Design gpr_sequencer, sky130hd; sources not shown.
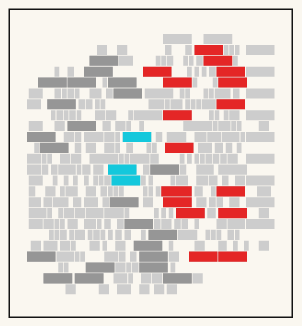
run_1/ff_map.png
Drawn at 4 px/um. Other sequential cells in the stronger grey, the rest of the logic in the fainter grey.
state: shown in cyan, sequential cells 3. ret_count: shown in red, sequential cells 16.
Another 22 sequential cells are not coloured.
flop share of the area: 0.307
Flop+latch power: 1.06 mW
Final Util: 0.661

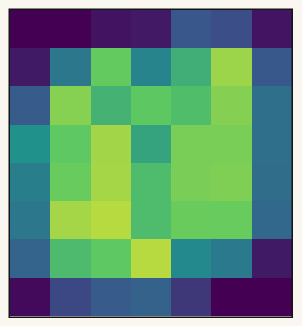
run_1/util_map.png
Drawn at 4 px/um. 7 x 8 tiles, from dark purple (low) to yellow (high), 0 to 100% covered.
30% of the tiles are over 75% full. The densest ninth of the die: centre. The fullest tile reaches 89%. The mean over all tiles is 49%. 7.1% of the tiles are nearly empty.
Core Box Area: 0.00405 mm^2
Core Util at FP: 0.444

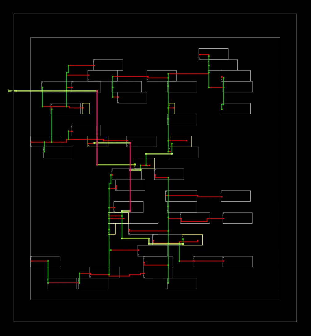
run_1/clock_nets.png
CTS Sinks: 41
clock skew: 7.22 ps
registers: 41
Latency at later pin: 290 ps

==> impl_metrics.ini, run 1 <==
; implementation run metrics
[setup_path]
start_kind = primary input
worst_setup_path_end_kind = output pin
path_cells = clkdlybuf4s50_1 > nor2_4 > buf_12
critPathBufInv = 2
crit_fanout = 4
crit_path_max_incr_delay_ps = 530
cp.required_ps = 1280
cp_top_family = buffers and inverters
rr_worst_depth = 9
r2r_slack_ps = 200
worstSetupPathType = in -> out
path_depth = 3
arrival_ps = 1160

[flow_run]
drv_cap = 0
warnings = 29

[yosys]
mux_share = 0
yosys_warnings = 0
synthAdderAreaFrac = 0.0209
top_cell = nand2_1
simple_gate_share = 0.336
netlist_area_mm2 = 0.00180
synth-edff-count = 0
synthCells = 231
area_leaders = dfxtp_1 46%, nand2_1 9.6%, nor2_1 6.9%, a21oi_1 4.5%, inv_1 4.2%
top_cell_area_share = 0.457
synth-compound-area-share = 0.0898
ys_seq_elements = 41
flop_cell = dfxtp_1
synth.distinct_cells = 33
synth_async_sr_flop_share = 0
ys_cells = 231
top_logic_kind = simple AND/OR/NAND/NOR gates
synth-xor-area-share = 0.0195
ys_seq_frac = 0.457
synth_top_cell_by_area = dfxtp_1
avgSynthCellArea_um2 = 7.78
yosysChipArea_mm2 = 0.00180

[finish]
combGateArea_um2 = 868
largest_class = logic gates
layout-drive-gt1-share = 0.315
buffers = 70
layout.cells.non_filler = 357
layout_top_cell = nand2_1
final_area_mm2 = 0.00268
fin_nets = 326
clock_cell_area_share = 0.0308
comb_cells = 155
largest_reg_flops = 16
n_all_inverters = 31
fill_cells = 348
regArea_um2 = 822
lay_top_cells = 44 x nand2_1, 42 x buf_4, 40 x dfxtp_1
comb_share = 0.324
clockBufferCount = 6
antenna_cells = 0

[clock_network]
tritoncts = built
post-cts-setup-buffer-count = 1
clock_path_buffers = 2
cts_made_buffers = 5
clk_pin_slew_worst_paths_ps = 70
cts_resized = 3
root_buffer = clkbuf_8
postCtsHoldBufs = 0
htree_num_levels = 2

[power]
ir_drop_v = 0.000612
power_mw = 1.99
power.density_mw_per_mm2 = 743
clock_net_power_mw = 0.636
swShare = 0.260
p_comb_mw = 0.296
combPwrFrac = 0.149
pwr-share-seq = 0.532
largestPowerGroup = sequential cells
p_leak_nw = 1.19
internal-power_mw = 1.47
p_sw_mw = 0.518

[global_routing]
busiest_layer = met2
overflow = 0
grt_pass1_wl_um = 6840
grtUsageTotal = 0.154
grt_max_degree = 14
grt_pass1_vias = 1526
gr-usage-met3 = 0.0501
grt_util_met1 = 0.178
antenna_found_initial = 0
grt_use_met2 = 0.271

[sta]
tightest_slew_ps = 482
hold_violations = 0
slew_headroom = 0.676
timing.hold.ws_ps = 462
finalWorstSetupSlack_ps = 116
clock.fmax_ghz = 0.674
setup_violations = 0
fin_crit_ps = 1480
rsz0062_at_grt = no
finalClockPeriodUsage = 0.928
maxSlewViolCount = 0
fin_setup_tns_ps = 0

[routing]
dr_wl_met3_um = 231
wl_met2_um = 2030
wire_per_inst_um = 11.1
via_count = 1659
drtIter0Drc = 91
wl_met1_um = 1670
drc = 0
drtPass1Iterations = 4
routed_wl_um = 3970
via_per_inst = 4.65
top_layer = met4

[die]
die.size.y_um = 76.6
taps = 52
die-area_mm2 = 0.00539
core.rowCount = 24
num_io_pins = 55
die_w_um = 70.4

[status]
status = finished clean

[hold_path]
hold_class = reg -> reg

[place]
dp_cells = 347
dp.final_hpwl_um = 3210
postPlaceCellArea_mm2 = 0.00255
dp_slack_ps = -526
run_1/gates.png
Drawn at 6 px/um.
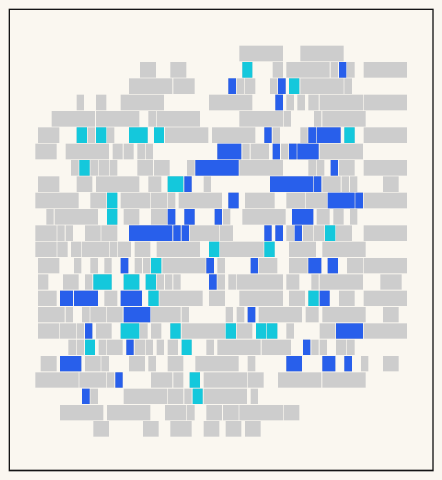

--- run 2 (diff from run 1) ---
Settings changed: CORE_UTILIZATION 42 to 43, SYNTH_HIERARCHICAL set to 1.
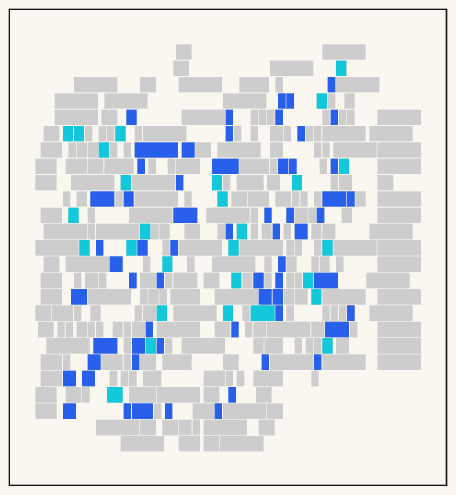
run_2/gates.png
Drawn at 6 px/um.
aoi and oai cells: shown in cyan, cells 28, most used a21oi_1. nor cells: shown in blue, cells 61, most used nor2_1.
fin cells: 378
most used logic cell in the final layout: nand2_1

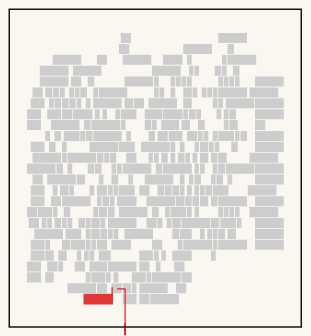
run_2/port_trees.png
Drawn at 4 px/um.
illegal: shown in red, bits 1, direction output, edge bottom, end cells 1, buffers 1, wire 12.9 um.
I/O pins: 55
port bufs: 51

==> run 2 against run 1 <==
Net effect: clock power up 11%; worst setup slack got worse by 80 ps; register-to-register slack better by 40 ps; largest power group unchanged; core utilization is 3.3 points lower; count of clock-buffer cells in the layout is the same; die size increased by 6.5%; maximum frequency shrank 5.1%; via count up 13%; sequential share of layout area fell by 0.83 points; routed wire length up 7.2%.
==> impl_metrics.ini, run 2 <==
; implementation run metrics
[die]
taps = 54
die_w_um = 72.6
die.size.y_um = 79.1

[sta]
fin_crit_ps = 1560
fin_setup_tns_ps = 0
clock.fmax_ghz = 0.639
maxSlewViolCount = 0
finalWorstSetupSlack_ps = 35.3

[yosys]
ys_seq_frac = 0.415
yosysChipArea_mm2 = 0.00198
area_leaders = dfxtp_1 42%, nand2_1 10%, nor2_1 7.2%, inv_1 5.7%, a21oi_1 4.8%
yosys_warnings = 6
synth_top_cell_by_area = dfxtp_1
top_cell = nand2_1
flop_cell = dfxtp_1
simple_gate_share = 0.375
synth-edff-count = 0
synthCells = 271
top_logic_kind = simple AND/OR/NAND/NOR gates
synth-compound-area-share = 0.0754

[power]
power_mw = 2.03
largestPowerGroup = sequential cells
p_comb_mw = 0.271
ir_drop_v = 0.000626
clock_net_power_mw = 0.706
p_seq_mw = 1.05
power.density_mw_per_mm2 = 738
p_sw_mw = 0.525
internal-power_mw = 1.50
combPwrFrac = 0.134

[finish]
fin_nets = 344
seq_area_frac = 0.299
lay_top_cells = 55 x nand2_1, 41 x dfxtp_1, 36 x nor2_1
comb_share = 0.341
final_area_mm2 = 0.00275
largest_class = logic gates
largest_reg_flops = 16
clockBufferCount = 6

[clock_network]
cts_made_buffers = 5
cts_sinks = 41
clock_latency_ps = 290
cts_resized = 0

[global_routing]
busiest_layer = met2
grt_use_met2 = 0.285
overflow = 0
gr-usage-met3 = 0.0329
grt_pass1_vias = 1732
grt_max_degree = 14

[flow_run]
warnings = 29
drv_cap = 0

[setup_path]
worstSetupPathType = in -> reg
worst_setup_path_end_kind = flop
r2r_slack_ps = 240
arrival_ps = 1780
start_kind = primary input

[routing]
wire_per_inst_um = 11.2
via_per_inst = 4.94
drc = 0
dr_wl_met3_um = 287

[status]
status = finished clean

[hold_path]
hold_class = reg -> reg
Power figures rest on the tool's default switching activity, not on a simulated workload.
